File: src/rtl/dsp_nco_sweep.sv
// Frequency-sweep controller that drives dsp_nco's phase increment and enable,
// stepping from a start to a stop tuning word in sawtooth or triangle profile.
module dsp_nco_sweep #(
    parameter int PHI_WIDTH   = 32,
    parameter int DWELL_WIDTH = 16
) (
    input  logic                   clk,
    input  logic                   rst_n,
    input  logic                   start,
    input  logic                   stop,
    input  logic [PHI_WIDTH-1:0]   f_start,
    input  logic [PHI_WIDTH-1:0]   f_stop,
    input  logic [PHI_WIDTH-1:0]   f_step,
    input  logic [DWELL_WIDTH-1:0] dwell,
    input  logic                   mode_tri,
    input  logic                   mode_cont,
    output logic [PHI_WIDTH-1:0]   phi_inc,
    output logic                   nco_en,
    output logic                   busy,
    output logic                   dir,
    output logic                   done,
    output logic                   err
);

    typedef enum logic [1:0] {IDLE, UP, DOWN} state_t;

    state_t                 state;
    logic [PHI_WIDTH-1:0]   fs_q, fe_q, st_q;
    logic [DWELL_WIDTH-1:0] dwell_q, cnt;
    logic                   tri_q, cont_q;

    // Add in one extra bit so a step past the top of the range clamps instead of wrapping.
    function automatic logic [PHI_WIDTH-1:0] sat_add(input logic [PHI_WIDTH-1:0] a,
                                                     input logic [PHI_WIDTH-1:0] b,
                                                     input logic [PHI_WIDTH-1:0] lim);
        logic [PHI_WIDTH:0] sum;
        sum = {1'b0, a} + {1'b0, b};
        return (sum > {1'b0, lim}) ? lim : sum[PHI_WIDTH-1:0];
    endfunction

    // Caller guarantees a >= floor, so a - floor never underflows.
    function automatic logic [PHI_WIDTH-1:0] sat_sub(input logic [PHI_WIDTH-1:0] a,
                                                     input logic [PHI_WIDTH-1:0] b,
                                                     input logic [PHI_WIDTH-1:0] floor);
        return (b > (a - floor)) ? floor : (a - b);
    endfunction

    logic [PHI_WIDTH-1:0] up_next, dn_next, turn_dn, turn_up;
    assign up_next = sat_add(phi_inc, st_q, fe_q);
    assign dn_next = sat_sub(phi_inc, st_q, fs_q);
    assign turn_dn = sat_sub(fe_q, st_q, fs_q);
    assign turn_up = sat_add(fs_q, st_q, fe_q);

    always_ff @(posedge clk or negedge rst_n) begin
        if (!rst_n) begin
            state   <= IDLE;
            phi_inc <= '0;
            nco_en  <= 1'b0;
            busy    <= 1'b0;
            dir     <= 1'b0;
            done    <= 1'b0;
            err     <= 1'b0;
            cnt     <= '0;
            fs_q    <= '0;
            fe_q    <= '0;
            st_q    <= '0;
            dwell_q <= '0;
            tri_q   <= 1'b0;
            cont_q  <= 1'b0;
        end else begin
            // NOTE: pulse outputs default low here and are overridden below; with
            // non-blocking assignments the last assignment in the block wins.
            done <= 1'b0;
            err  <= 1'b0;
            case (state)
                IDLE: begin
                    if (start && !stop) begin
                        if ((f_start <= f_stop) && (f_step != '0)) begin
                            fs_q    <= f_start;
                            fe_q    <= f_stop;
                            st_q    <= f_step;
                            dwell_q <= dwell;
                            tri_q   <= mode_tri;
                            cont_q  <= mode_cont;
                            phi_inc <= f_start;
                            cnt     <= dwell;
                            busy    <= 1'b1;
                            nco_en  <= 1'b1;
                            dir     <= 1'b0;
                            state   <= UP;
                        end else begin
                            err <= 1'b1;
                        end
                    end
                end
                UP, DOWN: begin
                    if (stop) begin
                        busy   <= 1'b0;
                        nco_en <= 1'b0;
                        state  <= IDLE;
                    end else if (cnt != '0) begin
                        cnt <= cnt - 1'b1;
                    end else begin
                        cnt <= dwell_q;
                        if (state == UP) begin
                            if (phi_inc != fe_q) begin
                                phi_inc <= up_next;
                            end else if (tri_q) begin
                                state   <= DOWN;
                                dir     <= 1'b1;
                                phi_inc <= turn_dn;
                            end else if (cont_q) begin
                                phi_inc <= fs_q;
                            end else begin
                                done   <= 1'b1;
                                busy   <= 1'b0;
                                nco_en <= 1'b0;
                                state  <= IDLE;
                            end
                        end else begin
                            if (phi_inc != fs_q) begin
                                phi_inc <= dn_next;
                            end else if (cont_q) begin
                                state   <= UP;
                                dir     <= 1'b0;
                                phi_inc <= turn_up;
                            end else begin
                                done   <= 1'b1;
                                busy   <= 1'b0;
                                nco_en <= 1'b0;
                                state  <= IDLE;
                            end
                        end
                    end
                end
                default: state <= IDLE;
            endcase
        end
    end

endmodule
File: config.mk
export PLATFORM = sky130hd
export DESIGN_NAME = dsp_nco_sweep
export DESIGN_NICKNAME = d
export VERILOG_FILES = /design/src/rtl/dsp_nco_sweep.sv
export SDC_FILE = /design/constraint.sdc
export NUM_CORES = 1
export LEC_CHECK = 0
export CAP_MARGIN = 30
export CORE_UTILIZATION = 65
export DETAILED_ROUTE_END_ITERATION = 6
export PLACE_DENSITY = 0.87
export SKIP_LAST_GASP = 1
export SLEW_MARGIN = 20
export SYNTH_ARGS = -nofsm -noshare
export SYNTH_HDL_FRONTEND = slang
export SYNTH_SLANG_ARGS = --single-unit
File: constraint.sdc
create_clock -name clk -period 9.7 [get_ports clk]
set_input_delay 1.455 -clock clk [delete_from_list [all_inputs] [get_ports clk]]
set_output_delay 1.455 -clock clk [all_outputs]
set_load 0.01 [all_outputs]
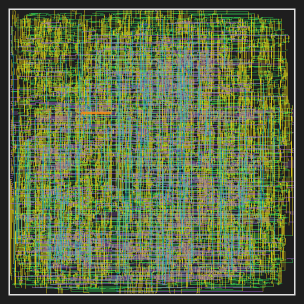
**Above:** run 1 (wiring by layer).
(1.5 px per um)
Yellow stands for metal 2, wire length 38.9 mm. Orange stands for metal 5, wire length 18.4 um. Purple stands for metal 3, wire length 16200 um. Green stands for metal 1, wire length 34.9 mm. Cyan stands for metal 4, wire length 7880 um.

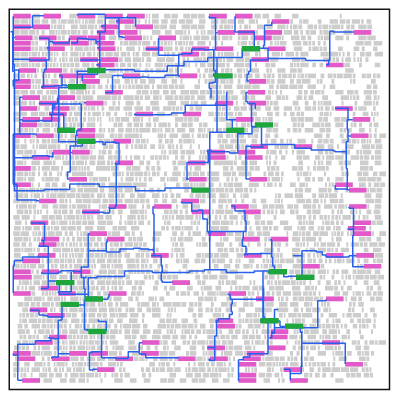
**Above:** run 1 (clock network drawn from the DEF).
(2 px per um)
Blue stands for clock wires, length 2890 um. Green stands for clock drivers, count 17. Magenta stands for flip-flops, count 169.
Position of the flops: all over the die.

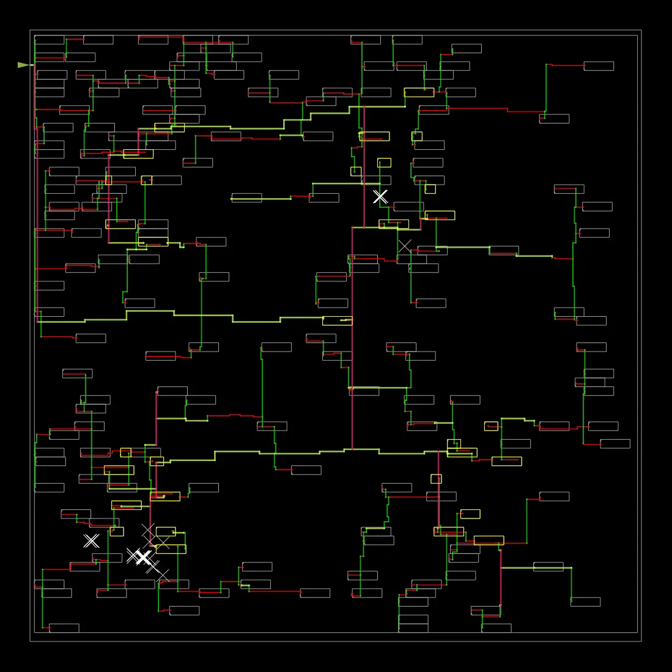
**Above:** run 1 (clock nets).
clock sink count: 169
insertion delay at the late pin of the worst-skew pair: 480 ps
number of CTS-inserted buffers: 17
clock buffer instance count of the final layout: 17
maximum clock skew at final layout: 13.6 ps

==> run summary, run 1 <==
Physical design

The worst hold path terminates at dwell_q[11]. After Yosys synthesis, and, or, nand and nor cells account for 16.7% of the synthesized area.

The post-synth net total stands at 3387. The final timing report counts setup violations totalling 0. Per the post-place timing report, worst setup slack is 1740 ps. The met2 wirelength from detailed routing stands at 38.9 mm. The worst hold slack stands at 514 ps. The final reports fail on DRC.

The average vias per placed instance stands at 7.31. The data arrival time of the critical path stands at 8730 ps. The number of unique standard cell types used by synthesis stands at 93. The number of cells on the worst hold path is listed as 1. In the final layout, flip-flops and latches occupy 0.00423 mm^2.

The final routed DRC violation total stands at 45. Global routing used 54.1% of the available tracks across all layers. In the synthesis report, Yosys lists the chip area as 0.0228 mm^2. The number of global-route vias before repair came to 24294. The capture point of the worst register-to-register path is recorded as phi_inc[4]. Counting flops with a built-in enable in the synthesized netlist gives 0.

TritonCTS built the clock tree. The initial antenna violation count stands at 3. The share of flip-flops with an asynchronous set or reset stands at 100%. The length of routed wiring on met1 stands at 34.9 mm. Summing over every cut layer, the via total after detailed routing is 25398. According to the dpl log, the detail-placed design has an HPWL of 76.6 mm. 0 antenna diodes ended up in the layout. The final net count stands at 3484.

Once placement finished, the instance area stood at 0.0247 mm^2. Summed over all failing endpoints, the final setup total negative slack is 0 ps.

The xor and xnor area share after synthesis stands at 7.52%. The flow ran to the end, but the final reports show violations. The met1 usage in global routing stands at 67.1%.
run 1: synth_stat cells, drive strengths merged (13+ instances only):
cell / n / area share (%)
xnor2: 142 / 5.5
mux2: 32 / 1.6
o211ai: 25 / 0.82
a21o: 96 / 3.2
nor3: 62 / 1.4
dfrtp: 169 / 19
inv: 221 / 3.6
o31ai: 23 / 0.82
o221ai: 13 / 0.50
clkbuf: 75 / 1.2
nand2: 271 / 4.5
or3: 22 / 0.65
nor4: 22 / 0.60
ha: 353 / 19
mux2i: 53 / 2.3
o21ai: 273 / 6.1
a31oi: 30 / 0.89
nor2: 185 / 3.1
a211oi: 62 / 2.1
a221o: 15 / 0.66
nor2b: 29 / 0.80
nand3: 61 / 1.3
a21oi: 234 / 5.2
buf: 27 / 0.70
and3: 19 / 0.52
nand2b: 35 / 0.96
o21a: 34 / 1.1
xor2: 54 / 2.1
nand4: 54 / 1.5
o21bai: 27 / 0.89
run 1: sequential cells by signal, summed over array words and instances, names as in the netlist:
| name | cells |
|---|---|
| fe_q | 32 |
| state | 2 |
| dwell_q | 16 |
| tri_q | 1 |
| cont_q | 1 |
| fs_q | 32 |
| cnt | 16 |
| busy | 1 |
| st_q | 32 |
| done | 1 |
| dir | 1 |
| err | 1 |
| phi_inc | 32 |
| nco_en | 1 |
run 1: area by class of cell:
| type | instances | area share, % |
|---|---|---|
| clock buffers | 17 | 1.68 |
| multi-input cells | 2418 | 68.6 |
| repair buffers | 180 | 6.90 |
| well taps | 455 | 2.25 |
| flip-flops and latches | 169 | 16.7 |
| clock inverters | 14 | 0.579 |
| inverters | 221 | 3.28 |
run 1: critical path, stage by stage, from the launching register on:
cell and delay (ps):
sky130_fd_sc_hd__dfrtp_1 470, sky130_fd_sc_hd__inv_1 160, sky130_fd_sc_hd__ha_1 200, sky130_fd_sc_hd__inv_1 60, sky130_fd_sc_hd__fa_1 400, sky130_fd_sc_hd__a21o_1 180
sky130_fd_sc_hd__a21oi_1 270, sky130_fd_sc_hd__o21a_1 190, sky130_fd_sc_hd__o21ai_0 350, sky130_fd_sc_hd__o211ai_1 700, sky130_fd_sc_hd__o2111ai_1 230, sky130_fd_sc_hd__a31oi_1 390
sky130_fd_sc_hd__nor2b_1 190, sky130_fd_sc_hd__o21ai_0 100, sky130_fd_sc_hd__a21oi_1 180, sky130_fd_sc_hd__xor2_1 90, sky130_fd_sc_hd__ha_1 290, sky130_fd_sc_hd__nand4_1 200
sky130_fd_sc_hd__nor4_1 920, sky130_fd_sc_hd__nand3_1 330, sky130_fd_sc_hd__o21a_1 380, sky130_fd_sc_hd__nor2_2 590, sky130_fd_sc_hd__buf_4 470, sky130_fd_sc_hd__mux2i_1 280
sky130_fd_sc_hd__nor2_1 60, sky130_fd_sc_hd__a221o_1 270, sky130_fd_sc_hd__nor3_1 190, sky130_fd_sc_hd__o21ai_1 80
==> inputs of run 2 (changes only) <==
--- a/config.mk
+++ b/config.mk
@@ -6,9 +6,10 @@
 export NUM_CORES = 1
 export LEC_CHECK = 0
 export CAP_MARGIN = 30
-export CORE_UTILIZATION = 65
+export CORE_UTILIZATION = 45
+export CTS_CLUSTER_SIZE = 24
 export DETAILED_ROUTE_END_ITERATION = 6
-export PLACE_DENSITY = 0.87
+export SETUP_SLACK_MARGIN = 0.02
 export SKIP_LAST_GASP = 1
 export SLEW_MARGIN = 20
 export SYNTH_ARGS = -nofsm -noshare
==> run summary, run 2 <==
Physical design

sky130_fd_sc_hd__ha_1 takes more of the synthesized area than any other cell. met2 track demand over resource after global routing is 61.5%. The aggregate negative setup slack is 0 ps (unchanged).

The post-synthesis cell count stands at 2910. The share of flip-flops with an asynchronous set or reset was 100% (unchanged). The number of unique standard cell types used by synthesis came to 93 (unchanged). The count of clock tree sinks stands at 169 (unchanged).

CTS placed an instance of sky130_fd_sc_hd__clkbuf_16 at the clock tree root. Global routing put the most usage on met2. In this run the tools logged warnings totalling 63. After global routing the overflow that remains totals 0. Post-synth the commonest register cell is sky130_fd_sc_hd__dfrtp_1. The detailed-route via count came to 24285 (-4.4%).

The placed wire-length estimate after detailed placement came to 85.2 mm (+11%). Setup slack on the critical path of the routed design comes to 1510 ps. The flip-flop and latch count after synthesis stands at 169. For reference, the final report shows the max-slew violation count at 0. Entering global routing, the biggest net connects 213 pins. The flow ran to the end, but the final reports show violations.

The commonest cells after synthesis are sky130_fd_sc_hd__ha_1 (353), sky130_fd_sc_hd__nand2_1 (271), sky130_fd_sc_hd__o21ai_0 (247), sky130_fd_sc_hd__a21oi_1 (231), sky130_fd_sc_hd__inv_1 (217). TritonCTS built the clock tree. Per the OpenROAD floorplan log, the height of the die is 227 um. The biggest cell delay along the critical path stands at 860 ps (-60 ps). The mapped cell area stands at 0.0228 mm^2. The first-pass GRT wire length stands at 153 mm. The total routing usage reported by global routing stands at 41.0% (-13 points). STA lists the maximum fanout along the critical path as 15. The share of final-layout standard cells stronger than drive strength 1 stands at 4.79%. The initial antenna violation count came to 0 (-3).

By area the synthesized netlist is led by sky130_fd_sc_hd__ha_1 (19%), sky130_fd_sc_hd__dfrtp_1 (19%), sky130_fd_sc_hd__xnor2_1 (5.5%), sky130_fd_sc_hd__o21ai_0 (5.4%), sky130_fd_sc_hd__a21oi_1 (5.1%). The number of global-route vias before repair was 22931 (-5.6%). The chip area in the Yosys report stands at 0.0228 mm^2 (unchanged). The yosys stat cell total stands at 2910.

The final routed DRC violation total stands at 5 (-89%). For the finished layout, the period the worst path requires is 8190 ps. In the post-synthesis netlist, the cell with the most instances is sky130_fd_sc_hd__ha_1. Per the cell usage report, the commonest logic cells after layout are sky130_fd_sc_hd__ha_1 (353), sky130_fd_sc_hd__nand2_1 (271), sky130_fd_sc_hd__o21ai_0 (247). The warning tally printed by Yosys for this design is 0.

The final net count is 3489 (+0.14%). Setup repair after global routing left no endpoint under its margin. The final reports fail on DRC. The placer's final routability congestion estimate stands at 1.06. The final-report setup violation count stands at 0 (unchanged). The met1 usage in global routing stands at 55.6% (-11 points). For reference, the clock transition at the flip-flops on the worst setup and hold paths is 90 ps. The data arrival time of the critical path was 8580 ps (-150 ps).

The number of enable-type register cells in the synthesized netlist stands at 0 (unchanged). The worst slew margin relative to its limit stands at 22.6%. The post-synth net total stands at 3387 (unchanged). On the critical path, the stage with the largest delay is an instance of sky130_fd_sc_hd__nor4_1. The total number of placement rows stands at 82.

Per the placement report, the placed cell count is 3665. The pre-CTS setup slack is 1870 ps (+125 ps). STA classifies the critical path startpoint as a register. The iteration count recorded for the first detailed-route pass is 7. The total CTS buffers came to 17 (unchanged). The share of the synthesized area in the top cell type was 19.4% (unchanged). The average vias per placed instance is 6.57 (-10%).
## run 2: cell types whose count changed in the layout (fill, tap and decap cells not counted), moves of 2 or more
cell | previous run | this run
sky130_fd_sc_hd__a311oi_2 | 0 | 2
sky130_fd_sc_hd__buf_4 | 22 | 27
sky130_fd_sc_hd__inv_12 | 0 | 6
sky130_fd_sc_hd__diode_2 | 0 | 2
sky130_fd_sc_hd__inv_6 | 5 | 2
sky130_fd_sc_hd__inv_8 | 5 | 1
sky130_fd_sc_hd__a311oi_1 | 8 | 6
sky130_fd_sc_hd__clkinv_8 | 2 | 5
## run 2: worst max-delay path, delay by kind of cell, from the launching register on
family / cells / cell delay, ps
flip-flops: 1 / 450
adder cells (fa/ha/maj): 3 / 890
buffers and inverters: 3 / 730
AND-OR/OR-AND: 13 / 3370
AND/OR/NAND/NOR: 6 / 2490
XOR/XNOR: 1 / 100
## run 2: worst paths after layout
check / start / end / slack (ps) / cells after the start
worst max-delay path: fe_q[0] / phi_inc[12] / 1510 / 26
worst min-delay path: cnt[9] / cnt[9] / 510 / 2
worst max register to register: fe_q[0] / phi_inc[12] / 1510 / 26
worst min register to register: cnt[9] / cnt[9] / 510 / 2
max in group asynchronous: rst_n / st_q[15] / 7450 / 2
min in group asynchronous: rst_n / cnt[6] / 940 / 1
## run 2: routing by layer
metal	share of wire (%)	routed length [um]
met2	42	44800
met1	42	44800
met3	11	11300
met4	4.8	5080
met5	0	0
## run 2: cell families after synthesis
| kind of cell | count (synthesis) | share of synthesized area [%] |
|---|---|---|
| multiplexers | 85 | 3.90 |
| AND-OR/OR-AND | 971 | 27.8 |
| flip-flops | 169 | 18.5 |
| adder cells (fa/ha/maj) | 359 | 19.9 |
| AND/OR/NAND/NOR | 807 | 16.7 |
| buffers and inverters | 323 | 5.57 |
| XOR/XNOR | 196 | 7.52 |
## run 2: layout make-up
cell class	instances	area (um^2)
clock buffers	17	425
diodes	2	5.00
fillers	4995	24400
repair buffers	185	1800
well taps	672	841
clock inverters	15	216
multi-input cells	2418	17400
flip-flops and latches	169	4230
inverters	221	830
## run 2: metrics by stage
stage | instance area, um^2 | hold slack [ps]
after floorplan | 22800 | 465
after global placement | 25000 | 482
after detailed placement | 25100 | 487
after CTS | 25700 | 511
after global routing | 25700 | 528
final | 25700 | 508
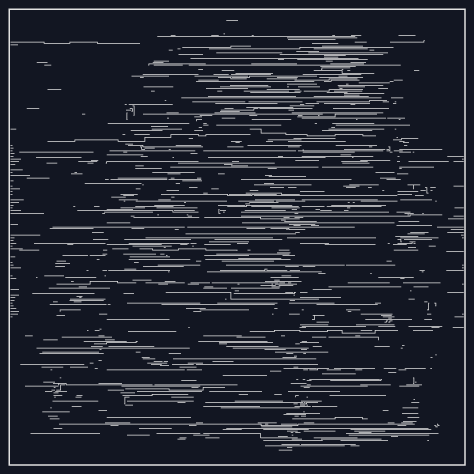
**Above:** run 2 (M3 wires).
(2 px per um)
The layer holds 11% of the routed length. 549 nets have wire on it.

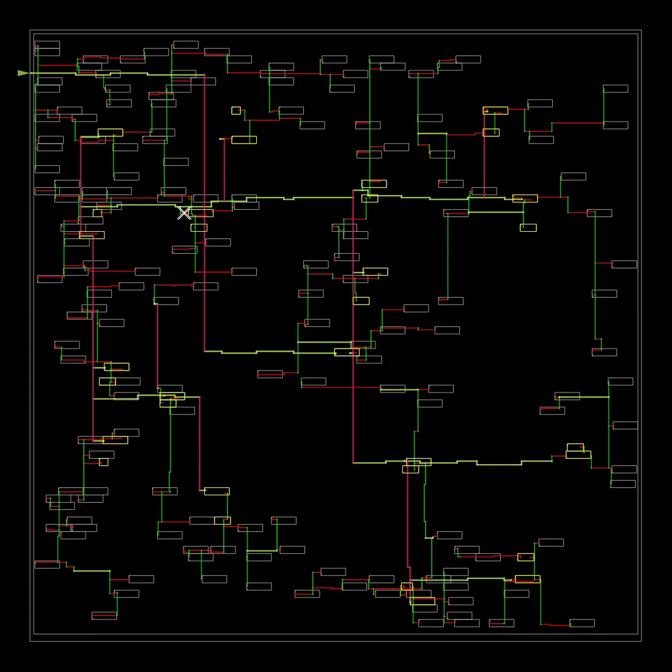
**Above:** run 2 (clock nets).
maximum clock skew at final layout: 19.9 ps
FFs & Latches: 169
insertion delay at the late pin of the worst-skew pair: 530 ps

